File: src/rtl/collect.sv
// -----------------------------------------------------------------------------
// collect
//   Downstream consumer for a valid/ready traffic source. A rotating 16-bit
//   pattern drives o_ready while running, giving a repeatable backpressure
//   profile. Accepted data is folded into a 32-bit rotate/xor signature.
//   Accepted beats, beats flagged lp, and stalled cycles are counted. Every
//   accepted lp flag is checked against a fixed function of its data. o_done
//   rises once NBEATS beats have been accepted.
//
// Handshake: a beat transfers on any rising clk edge where i_valid and
//   o_ready are both high, with no other qualifier. o_ready depends only on
//   registered state, never on i_valid. Upstream holds i_data/i_lp stable
//   while i_valid is high and o_ready is low. i_data and i_lp are ignored
//   on cycles without a transfer.
//
// Ports
//   clk          in   1      clock
//   reset        in   1      asynchronous, active-high reset
//   i_start      in   1      start pulse: IDLE->RUN, or DONE->RUN with clear
//   i_valid      in   1      upstream data valid
//   o_ready      out  1      sink ready
//   i_data       in   WIDTH  upstream data
//   i_lp         in   1      upstream lp flag, travels with i_data
//   o_done       out  1      level: run complete
//   o_sig        out  32     running signature
//   o_beats      out  16     accepted beat count
//   o_lp_beats   out  16     accepted beats with i_lp=1
//   o_stalls     out  16     RUN cycles with i_valid=1, o_ready=0 (saturating)
//   o_error      out  1      sticky: some accepted i_lp != f(i_data)
// -----------------------------------------------------------------------------
module collect #(
    parameter int          WIDTH       = 8,
    parameter int          NBEATS      = 64,
    parameter logic [15:0] RDY_PATTERN = 16'hC3A5
) (
    input  logic             clk,
    input  logic             reset,
    input  logic             i_start,
    input  logic             i_valid,
    output logic             o_ready,
    input  logic [WIDTH-1:0] i_data,
    input  logic             i_lp,
    output logic             o_done,
    output logic [31:0]      o_sig,
    output logic [15:0]      o_beats,
    output logic [15:0]      o_lp_beats,
    output logic [15:0]      o_stalls,
    output logic             o_error
);

    localparam logic [15:0] LAST_BEAT = 16'(NBEATS);

    typedef enum logic [1:0] {
        IDLE = 2'd0,
        RUN  = 2'd1,
        DONE = 2'd2
    } state_t;

    state_t      state;
    logic [15:0] pat;
    logic        accept;
    logic        lp_expect;
    logic [31:0] data_ext;

    assign o_ready  = (state == RUN) & pat[0];
    assign accept   = i_valid & o_ready;
    // Zero-extend through a cast so WIDTH=32 needs no zero-length replication.
    assign data_ext = 32'(i_data);
    assign lp_expect = (i_data[0] & i_data[1]) | (i_data[2] ^ i_data[3]);

    always_ff @(posedge clk or posedge reset) begin
        if (reset) begin
            state      <= IDLE;
            pat        <= RDY_PATTERN;
            o_done     <= 1'b0;
            o_sig      <= 32'd0;
            o_beats    <= 16'd0;
            o_lp_beats <= 16'd0;
            o_stalls   <= 16'd0;
            o_error    <= 1'b0;
        end else begin
            case (state)
                IDLE: begin
                    if (i_start) begin
                        state <= RUN;
                        pat   <= RDY_PATTERN;
                    end
                end

                RUN: begin
                    // i_start is deliberately ignored here, even on the final accept.
                    pat <= {pat[0], pat[15:1]};
                    if (i_valid && !pat[0] && (o_stalls != 16'hFFFF)) begin
                        o_stalls <= o_stalls + 16'd1;
                    end
                    if (accept) begin
                        o_sig      <= {o_sig[30:0], o_sig[31]} ^ data_ext;
                        o_beats    <= o_beats + 16'd1;
                        o_lp_beats <= o_lp_beats + 16'(i_lp);
                        if (i_lp != lp_expect) begin
                            o_error <= 1'b1;
                        end
                        if ((o_beats + 16'd1) == LAST_BEAT) begin
                            state  <= DONE;
                            o_done <= 1'b1;
                        end
                    end
                end

                DONE: begin
                    // pat stays frozen until a restart reloads it.
                    if (i_start) begin
                        state      <= RUN;
                        pat        <= RDY_PATTERN;
                        o_done     <= 1'b0;
                        o_sig      <= 32'd0;
                        o_beats    <= 16'd0;
                        o_lp_beats <= 16'd0;
                        o_stalls   <= 16'd0;
                        o_error    <= 1'b0;
                    end
                end

                default: begin
                    state <= IDLE;
                end
            endcase
        end
    end

endmodule

File: config.mk
export PLATFORM = sky130hd
export DESIGN_NAME = collect
export DESIGN_NICKNAME = d
export VERILOG_FILES = /design/src/rtl/collect.sv
export SDC_FILE = /design/constraint.sdc
export NUM_CORES = 1
export LEC_CHECK = 0
export ABC_AREA = 1
export CAP_MARGIN = 20
export CORE_ASPECT_RATIO = 0.6
export CORE_MARGIN = 2
export CORE_UTILIZATION = 40
export CTS_CLUSTER_DIAMETER = 200
export CTS_CLUSTER_SIZE = 12
export DETAILED_ROUTE_END_ITERATION = 10
export GPL_TIMING_DRIVEN = 0
export PLACE_DENSITY = 0.67
export SYNTH_ARGS = -nofsm -noshare
export SYNTH_HDL_FRONTEND = slang
export SYNTH_SLANG_ARGS = --single-unit
File: constraint.sdc
create_clock -name clk -period 3.55 [get_ports clk]
set_clock_uncertainty 0.2 [all_clocks]
set_input_delay 0.71 -clock clk [delete_from_list [all_inputs] [get_ports clk]]
set_output_delay 0.71 -clock clk [all_outputs]
set_load 0.03 [all_outputs]
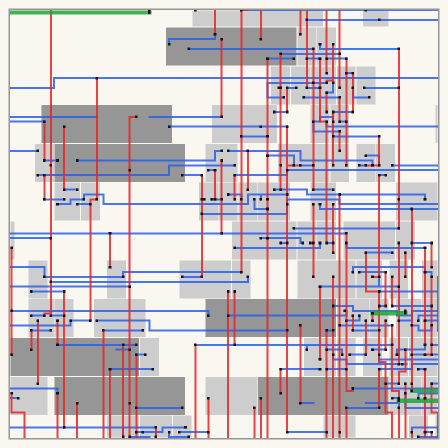
Fig. 1. Close-up of the layout.
Region (59, 12) to (89, 42) µm. Cells in grey, sequential cells in the stronger grey; small squares are vias.
[green] metal 3
[blue] metal 1
[red] metal 2
netlist names of flops here include: o_beats (5), o_sig (2)
most frequent: nand2_1 (15), inv_1 (9), dfrtp_1 (7)
cells with their middle in the window: 64
sequential cells in the window: 7

==> results.yml <==
# flow metrics
outcome:
  result_of_the_run: "finished clean"
finish:
  finalCoreUtilization_pct: 53.9
  final_cells: 867
  non_clock_inverter_count: 90
  register_area_um2: 2510
  layout_top_cell: "sky130_fd_sc_hd__nand2_1"
  comb_area_share_pct: 32.0
  final_layout_top_logic_cells: "120 x sky130_fd_sc_hd__nand2_1, 95 x sky130_fd_sc_hd__clkdlybuf4s50_1, 92 x sky130_fd_sc_hd__dfrtp_1"
  layout.cells.largest_class: "flip-flops and latches"
  drive_gt1_share_pct: 9.26
  final_area_um2: 6540
  insertedDiodeCount: 0
global_routing:
  grt_use_met2_pct: 27.2
  grt_pass1_vias: 4139
  global_route.peak_usage_layer: "met1"
  grt.total_usage_pct: 19.6
  groute.layer.met1.usage_pct: 30.0
placed_design:
  gp_congestion: 0.906
  pre_cts_ws_ns: 0.661
  placed_cell_area_um2: 6210
  port_buffers: 95
synth:
  syn_area_um2: 5020
  synthesized_net_count: 608
  synthesis.instances: 590
  top_cell_area_share_pct: 45.8
  ys_cells: 590
  synthFlopType: "sky130_fd_sc_hd__dfrtp_1"
  avg_inst_size_synth_um2: 8.51
timing:
  setup_total_negative_slack_ns: 0
  worst_pin_slew_ns: 0.559
  fmax_ghz: 0.305
  hold_viol: 0
  postLayoutSetupSlackWorst_ns: 0.267
  finalCriticalPeriod_ns: 3.28
  timing.final.max_slew_violations: 0
critical_path:
  rr_startpoint: "o_stalls[0]"
  crit_path_cell_trace: "inv_2 > nor2_4 > buf_6 > inv_2 > clkbuf_1 > nor2_1 > clkdlybuf4s50_1"
  worstRegToRegCells: 8
  critical-path-max-stage-delay_ns: 0.70
  worst_setup_path_end_kind: "output pin"
  timing.critical_path.fanout_max: 10
  timing.critical_path.from: "state[0]"
  cp_dominant_cell_by_count: "sky130_fd_sc_hd__inv_2"
  cp.depth: 7
  critPathBufInv: 5
  worst_path_max_delay_cell: "sky130_fd_sc_hd__clkdlybuf4s50_1"
routing:
  post_drt_wl_per_cell_um: 14.8
  drt-met1-wl_um: 6500
  detailedRoute.firstPassIterationCount: 5
  drc: 0
  route.final.wire_length_um: 12800
  wire_length_on_met2_um: 5330
  via_count: 4432
  first_iter_violations: 312
clock_network:
  cts_hold_repair.buffers: 0
  tritoncts: "done"
  cts_root_buf: "sky130_fd_sc_hd__clkbuf_16"
  post_cts.resized_instances: 0
power_and_ir_drop:
  power.static_leakage_nw: 2.77
  power_density_nw_per_um2: 903
  ir_drop_v: 0.000414
die:
  die.size.x_um: 149
  die-height_um: 90.8
  initial_core_util_pct: 41.4
  chip_area_um2: 13500
  nWellTaps: 165
worst_hold_path:
  hold_path_end: "o_done"
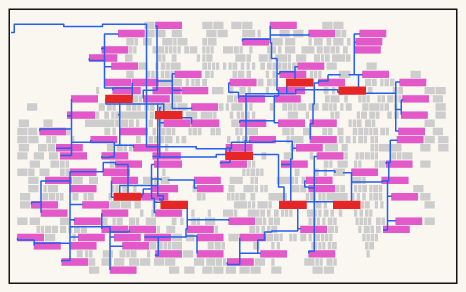
Fig. 2. Clock distribution.
Scale: 3 px per µm.
[blue] clock wires | length: 1280 µm
[magenta] flip-flops | count: 100
[red] clock drivers | count: 9
flops lie: spread over the die
clock-net power: 1.07 mW
clock share of power: 18.2%
later-pin clock latency in the skew report: 0.36 ns

==> where the power goes <==
part / internal [mW] / total [mW] / switching [mW]
clock network: 0.577 / 1.07 / 0.496
logic: 1.04 / 2.82 / 1.78
registers: 1.60 / 2.01 / 0.410
total: 3.22 / 5.91 / 2.69
==> cell families after synthesis <==
logic type,after synthesis,synth area share (%)
fa+ha+maj,5,1.25
compound gates,115,13.6
flops,100,50.0
xor+xnor,20,3.49
simple gates,245,23.3
buf+inv,105,8.34
==> flip-flops by register name (all words and copies together), names as in the netlist <==
name        cells
o_done          1
o_lp_beats     16
o_sig          32
o_beats        16
o_stalls       16
pat            16
state           2
o_error         1
No activity file was given, so power comes from the tool's default toggle rates.
